## src/rtl/button_debouncer_if.sv

```systemverilog
// Button debouncer signal bundle: the synchronized raw level in, the clean level
// and press/release pulses out.
interface button_debouncer_if;
    logic value_i;
    logic level_o;
    logic rise_o;
    logic fall_o;

    modport slave  (input  value_i, output level_o, rise_o, fall_o);
    modport master (output value_i, input  level_o, rise_o, fall_o);
endinterface

```

## src/rtl/button_debouncer.sv

```systemverilog
// Debounces one synchronized button level into a clean level plus one-cycle
// press/release pulses. Optional auto-repeat of the press pulse: BUTTON_DEBOUNCER_AUTOREPEAT_EN.
module button_debouncer_checker #(
    parameter bit PARAMS_OK = 1'b1
) (
    input logic clock_i,
    input logic reset_i,
    input logic level,
    input logic rise,
    input logic fall
);
    a_params_legal: assert property (@(posedge clock_i) PARAMS_OK);
    a_pulses_exclusive: assert property (@(posedge clock_i) disable iff (reset_i) !(rise && fall));
    a_rise_level: assert property (@(posedge clock_i) disable iff (reset_i) rise |-> level);
    a_fall_level: assert property (@(posedge clock_i) disable iff (reset_i) fall |-> !level);
endmodule

module button_debouncer #(
    parameter int unsigned STABLE_CYCLES = 1000000,
    parameter int unsigned REPEAT_DELAY  = 50000000,
    parameter int unsigned REPEAT_PERIOD = 10000000
) (
    input logic                clock_i,
    input logic                reset_i,
    button_debouncer_if.slave  btn
);
    localparam int unsigned CNT_W = $clog2(STABLE_CYCLES + 32'd1);
    localparam logic [CNT_W-1:0] STABLE_LAST = CNT_W'(STABLE_CYCLES - 32'd1);
    localparam bit PARAMS_OK = (STABLE_CYCLES >= 32'd2) && (REPEAT_DELAY >= 32'd1)
                               && (REPEAT_PERIOD >= 32'd1);

    typedef enum logic [1:0] {
        IDLE_LOW     = 2'd0,
        CONFIRM_HIGH = 2'd1,
        HELD_HIGH    = 2'd2,
        CONFIRM_LOW  = 2'd3
    } state_t;

    state_t           state_r;
    state_t           state_s;
    logic [CNT_W-1:0] count_r;
    logic [CNT_W-1:0] count_s;
    logic             level_r;
    logic             level_s;
    logic             rise_r;
    logic             rise_s;
    logic             fall_r;
    logic             fall_s;
    logic             press_s;
    logic             value_s;

    assign value_s     = btn.value_i;
    assign btn.level_o = level_r;
    assign btn.rise_o  = rise_r;
    assign btn.fall_o  = fall_r;

    // Next-state logic: count consecutive samples that differ from the accepted level
    always_comb begin
        state_s = state_r;
        count_s = count_r;
        level_s = level_r;
        press_s = 1'b0;
        fall_s  = 1'b0;
        case (state_r)
            IDLE_LOW: begin
                if (value_s) begin
                    state_s = CONFIRM_HIGH;
                    count_s = CNT_W'(1);
                end else begin
                    count_s = {CNT_W{1'b0}};
                end
            end
            CONFIRM_HIGH: begin
                if (!value_s) begin
                    state_s = IDLE_LOW;
                    count_s = {CNT_W{1'b0}};
                end else if (count_r == STABLE_LAST) begin
                    state_s = HELD_HIGH;
                    level_s = 1'b1;
                    press_s = 1'b1;
                    count_s = {CNT_W{1'b0}};
                end else begin
                    count_s = count_r + CNT_W'(1);
                end
            end
            HELD_HIGH: begin
                if (!value_s) begin
                    state_s = CONFIRM_LOW;
                    count_s = CNT_W'(1);
                end else begin
                    count_s = {CNT_W{1'b0}};
                end
            end
            CONFIRM_LOW: begin
                if (value_s) begin
                    state_s = HELD_HIGH;
                    count_s = {CNT_W{1'b0}};
                end else if (count_r == STABLE_LAST) begin
                    state_s = IDLE_LOW;
                    level_s = 1'b0;
                    fall_s  = 1'b1;
                    count_s = {CNT_W{1'b0}};
                end else begin
                    count_s = count_r + CNT_W'(1);
                end
            end
            default: begin
                state_s = IDLE_LOW;
                count_s = {CNT_W{1'b0}};
                level_s = 1'b0;
            end
        endcase
    end

`ifdef BUTTON_DEBOUNCER_AUTOREPEAT_EN
    localparam int unsigned REPEAT_MAX = (REPEAT_DELAY > REPEAT_PERIOD) ? REPEAT_DELAY : REPEAT_PERIOD;
    localparam int unsigned TMR_W = $clog2(REPEAT_MAX + 32'd1);
    localparam logic [TMR_W-1:0] DELAY_LAST  = TMR_W'(REPEAT_DELAY - 32'd1);
    localparam logic [TMR_W-1:0] PERIOD_LAST = TMR_W'(REPEAT_PERIOD - 32'd1);

    logic [TMR_W-1:0] timer_r;
    logic [TMR_W-1:0] timer_s;
    logic             repeating_r;
    logic             repeating_s;
    logic             repeat_pulse_s;

    // Repeat timer ticks on every held-high sample; low samples during a glitch freeze it
    always_comb begin
        timer_s        = timer_r;
        repeating_s    = repeating_r;
        repeat_pulse_s = 1'b0;
        if (press_s || fall_s) begin
            timer_s     = {TMR_W{1'b0}};
            repeating_s = 1'b0;
        end else if (value_s && ((state_r == HELD_HIGH) || (state_r == CONFIRM_LOW))) begin
            if (!repeating_r && (timer_r == DELAY_LAST)) begin
                repeat_pulse_s = 1'b1;
                repeating_s    = 1'b1;
                timer_s        = {TMR_W{1'b0}};
            end else if (repeating_r && (timer_r == PERIOD_LAST)) begin
                repeat_pulse_s = 1'b1;
                timer_s        = {TMR_W{1'b0}};
            end else begin
                timer_s = timer_r + TMR_W'(1);
            end
        end else begin
            timer_s = timer_r;
        end
    end

    // Repeat timer registers
    always_ff @(posedge clock_i) begin
        if (reset_i) begin
            timer_r     <= {TMR_W{1'b0}};
            repeating_r <= 1'b0;
        end else begin
            timer_r     <= timer_s;
            repeating_r <= repeating_s;
        end
    end

    assign rise_s = press_s | repeat_pulse_s;
`else
    assign rise_s = press_s;
`endif

    // FSM state, stability counter and registered outputs
    always_ff @(posedge clock_i) begin
        if (reset_i) begin
            state_r <= IDLE_LOW;
            count_r <= {CNT_W{1'b0}};
            level_r <= 1'b0;
            rise_r  <= 1'b0;
            fall_r  <= 1'b0;
        end else begin
            state_r <= state_s;
            count_r <= count_s;
            level_r <= level_s;
            rise_r  <= rise_s;
            fall_r  <= fall_s;
        end
    end

    button_debouncer_checker #(
        .PARAMS_OK (PARAMS_OK)
    ) u_checker (
        .clock_i (clock_i),
        .reset_i (reset_i),
        .level   (level_r),
        .rise    (rise_r),
        .fall    (fall_r)
    );
endmodule
```

## src/flat_wrapper.sv

```systemverilog
// flat-port wrapper written by rule: the top's interface ports become plain ports
module button_debouncer_flat 
#(
    parameter int unsigned STABLE_CYCLES = 1000000,
    parameter int unsigned REPEAT_DELAY  = 50000000,
    parameter int unsigned REPEAT_PERIOD = 10000000
)
  (clock_i, reset_i, btn_value_i, btn_level_o, btn_rise_o, btn_fall_o);
  button_debouncer_if btn_i ();
  input logic clock_i;
  input logic reset_i;
  input wire logic [$bits(btn_i.value_i)-1:0] btn_value_i;
  output wire logic [$bits(btn_i.level_o)-1:0] btn_level_o;
  output wire logic [$bits(btn_i.rise_o)-1:0] btn_rise_o;
  output wire logic [$bits(btn_i.fall_o)-1:0] btn_fall_o;
  assign btn_i.value_i = btn_value_i;
  assign btn_level_o = btn_i.level_o;
  assign btn_rise_o = btn_i.rise_o;
  assign btn_fall_o = btn_i.fall_o;
  button_debouncer #(.STABLE_CYCLES(STABLE_CYCLES), .REPEAT_DELAY(REPEAT_DELAY), .REPEAT_PERIOD(REPEAT_PERIOD)) u_core (.clock_i(clock_i), .reset_i(reset_i), .btn(btn_i));
endmodule
```

## config.mk

```make
export PLATFORM = sky130hd
export DESIGN_NAME = button_debouncer_flat
export DESIGN_NICKNAME = d
export VERILOG_FILES = /design/src/rtl/button_debouncer_if.sv /design/src/rtl/button_debouncer.sv /design/src/flat_wrapper.sv
export SDC_FILE = /design/constraint.sdc
export NUM_CORES = 1
export LEC_CHECK = 0
export ABC_AREA = 1
export CAP_MARGIN = 20
export CORE_MARGIN = 2
export CORE_UTILIZATION = 60
export DETAILED_ROUTE_END_ITERATION = 7
export PLACE_DENSITY = 0.79
export SLEW_MARGIN = 20
export SYNTH_ARGS = -nofsm -noshare
export SYNTH_HDL_FRONTEND = slang
export SYNTH_SLANG_ARGS = --single-unit
```

## constraint.sdc

```tcl
create_clock -name clock_i -period 3.1 [get_ports clock_i]
set_clock_uncertainty 0.1 [all_clocks]
set_input_delay 0.62 -clock clock_i [delete_from_list [all_inputs] [get_ports clock_i]]
set_output_delay 0.62 -clock clock_i [all_outputs]
set_load 0.01 [all_outputs]
```

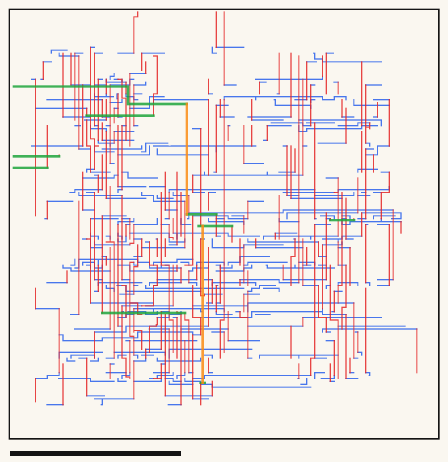
Fig. 1. Routed metal, one colour a layer.
Bar = 20 um.
red -> metal 2  # wire length 1040 um
green -> metal 3  # wire length 59.1 um
orange -> metal 4  # wire length 31.3 um
blue -> metal 1  # wire length 1040 um
post-detailed-routing wire length: 2170 um
routed wirelength normalized by instance count: 10.1 um
GRT Overall Usage: 20.7%
Vias: 1036

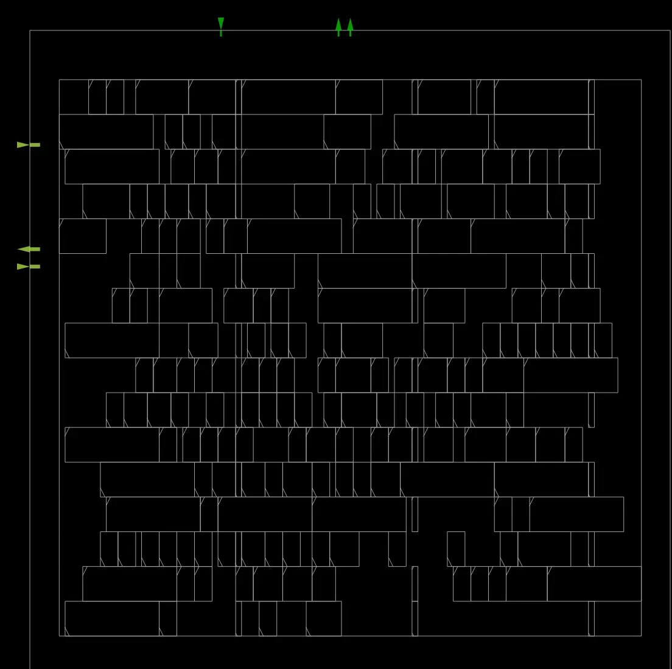
Fig. 2. Placement view.
core area: 1980 um2
Filler Cells Inserted: 157
Core Util, Final: 69.3%
FF+latch count: 25
TAP cells: 27

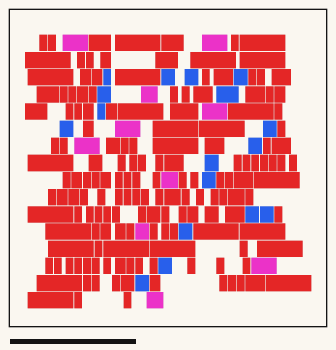
Fig. 3. Sizing map.
Bar = 20 um.
magenta -> _3 and _4 cells  # cells 10, share 5.3%
blue -> _2 cells  # cells 17, share 9.1%
red -> _0 and _1 cells  # cells 160, share 86%
final non-filler cell area: 1370 um2
Synth-to-Final Area Change: 7.75%
worst setup slack after layout: 1.17 ns
Non-clk bufs: 5

## per-layer routing
metal	GRT usage (%)	share of wire, %	vias to the layer above
met5	0	0	-
met4	10.6	1.4	0
met3	3.03	2.7	4
met2	34.6	48	12
met1	25.6	48	457
li1	-	-	563
## per-stage QoR
stage | hold slack (ns) | setup slack [ns] | instances
2_1_floorplan | 0.337 | 1.56 | 179
3_3_place_gp | 0.364 | 0.973 | 210
3_5_place_dp | 0.364 | 0.934 | 210
4_1_cts | 0.382 | 1.15 | 214
5_1_grt | 0.423 | 1.12 | 214
6_report | 0.378 | 1.17 | 214
## path summary, 6_finish.rpt
path                              to          startpoint  cells past startpoint  slack [ns]
setup reg to reg  u_core.count_r[14]   u_core.count_r[0]                      8        1.44
hold / removal     u_core.count_r[0]   u_core.count_r[0]                      1        0.38
setup / recovery         btn_level_o  u_core.btn.level_o                      1        1.17
hold reg to reg    u_core.count_r[0]   u_core.count_r[0]                      1        0.38
## cells in the final DEF (no fill, tap or decap), drive strengths merged
master and instances:
clkdlybuf4s50 5, a21oi 2, o21ai 5, nand3b 2
nor2 52, inv 23, nor3 4, clkbuf 4
ha 1, nand2 42, xor2 6, xnor2 4
nand3 7, a31oi 2, dfxtp 25, nand4 3
## cell families after synthesis
| kind of cell | Yosys count |
|---|---|
| compound gates | 9 |
| xor+xnor | 10 |
| fa+ha+maj | 1 |
| buf+inv | 24 |
| flops | 25 |
| simple gates | 110 |
## power by group through the flow
stage                     combinational (mW)  clock (mW)  sequential [mW]
final                                 0.0140       0.141            0.325
after global routing                  0.0155       0.160            0.325
after CTS                             0.0141       0.147            0.325
after detailed placement              0.0140           0            0.332
after global placement                0.0134           0            0.332
after floorplan                      0.00965           0            0.331
## flip-flops by register name, summed over array words and instances, names as in the netlist, named ones only
name,cells
u_core.count_r,20
u_core.btn.rise_o,1
u_core.state_r,1
u_core.btn.level_o,1
u_core.btn.fall_o,1
## cell type report
cell class                 instances  area (um2)
multi-input combinational        130         674
fill                             157         608
sequential                        25         500
inverter                          23        88.8
timing repair buffer               5        50.0
tap                               27        33.8
clock buffer                       4        26.3
==> impl_summary.log <==
[flow] summary of implementation run
[metrics] placer's final routability congestion estimate: 0.856
[metrics] Dominant comb cell: simple AND/OR/NAND/NOR gates
[metrics] post-synthesis cell type count: 21
[metrics] net count entering floorplan: 183
[metrics] Horiz. Die Dim: 50.1 um
[metrics] Max-cap violations: 0
[metrics] final max-slew violation count: 0
[metrics] slew at the pin closest to its max-slew limit: 0.428 ns
[metrics] Switching Fraction: 21.1%
[metrics] number of design-rule violations left by the first detailed-router iteration: 24
[metrics] type of the most critical hold path: flop to flop
[metrics] overall overflow remaining after global route: 0
[metrics] worst slew slack as a fraction of its limit: 71.3%
[metrics] total number of H-tree levels: 1
[metrics] largest cells by area after synthesis: dfxtp_1, nand2_1, nor2_1, inv_1, nor2_2
[metrics] number of cell instances after yosys synthesis: 179
[metrics] number of instances resized during post-cts repair: 0
[metrics] tool warnings: 26
[metrics] CTS clk-pin slew, worst paths: 0.12 ns
[metrics] remaining antenna violation count: 0
[metrics] Avg Synthesized Cell Area: 7.12 um2
[metrics] highest attainable clock frequency: 518 MHz
[metrics] fraction of registers with async set/reset: 0%
[metrics] minimum clock period after layout: 1.93 ns
[metrics] # setup viols final: 0
[metrics] largest net degree at the start of global routing: 14
[metrics] post-synth tally of flip-flops with integrated enable: 0
[metrics] via count of the first global-routing pass: 1015
[metrics] number of register bits inferred by synthesis: 25
[metrics] combinational share of power: 2.9%
[metrics] CTS tree: built
[metrics] CP Launch Type: flop
[metrics] Post-synth top flop: dfxtp_1
[metrics] data arrival time of the critical path: 1.21 ns
[metrics] clock buffer count from CTS: 3
[metrics] first-pass iteration count of the detailed router: 4
[metrics] number of antenna violations at the first check in global routing: 0
[metrics] Top-area cell share: 39.3%
[metrics] fraction of synthesized area in multiplexers: 0%
[metrics] Net Sw Power: 101 uW
[metrics] final total power: 480 uW
[metrics] result of the run: completed
[metrics] CTS Buffer Depth: 2
[metrics] Post-Synth Adder-Cell Area: 0.981%
[metrics] number of hold violations in the final report: 0
[metrics] post-synthesis cell type with the largest instance count: nand2_1
[metrics] post-cts hold buffer count: 0
[metrics] power density over the cells: 349 nW/um2
[metrics] Post-Route Setup TNS: 0 ns
[metrics] vias per std cell: 4.84
[metrics] buffer type at the clock tree root: clkbuf_4
[metrics] first-pass GRT wire length: 4000 um
[metrics] Sink Count: 25
[metrics] maximum fanout along the worst path: 2
[metrics] fraction of final layout cells with drive strength greater than 1: 14.4%
[metrics] HPWL after detailed placement: 1700 um
Power figures rest on the tool's default switching activity, not on a simulated workload.
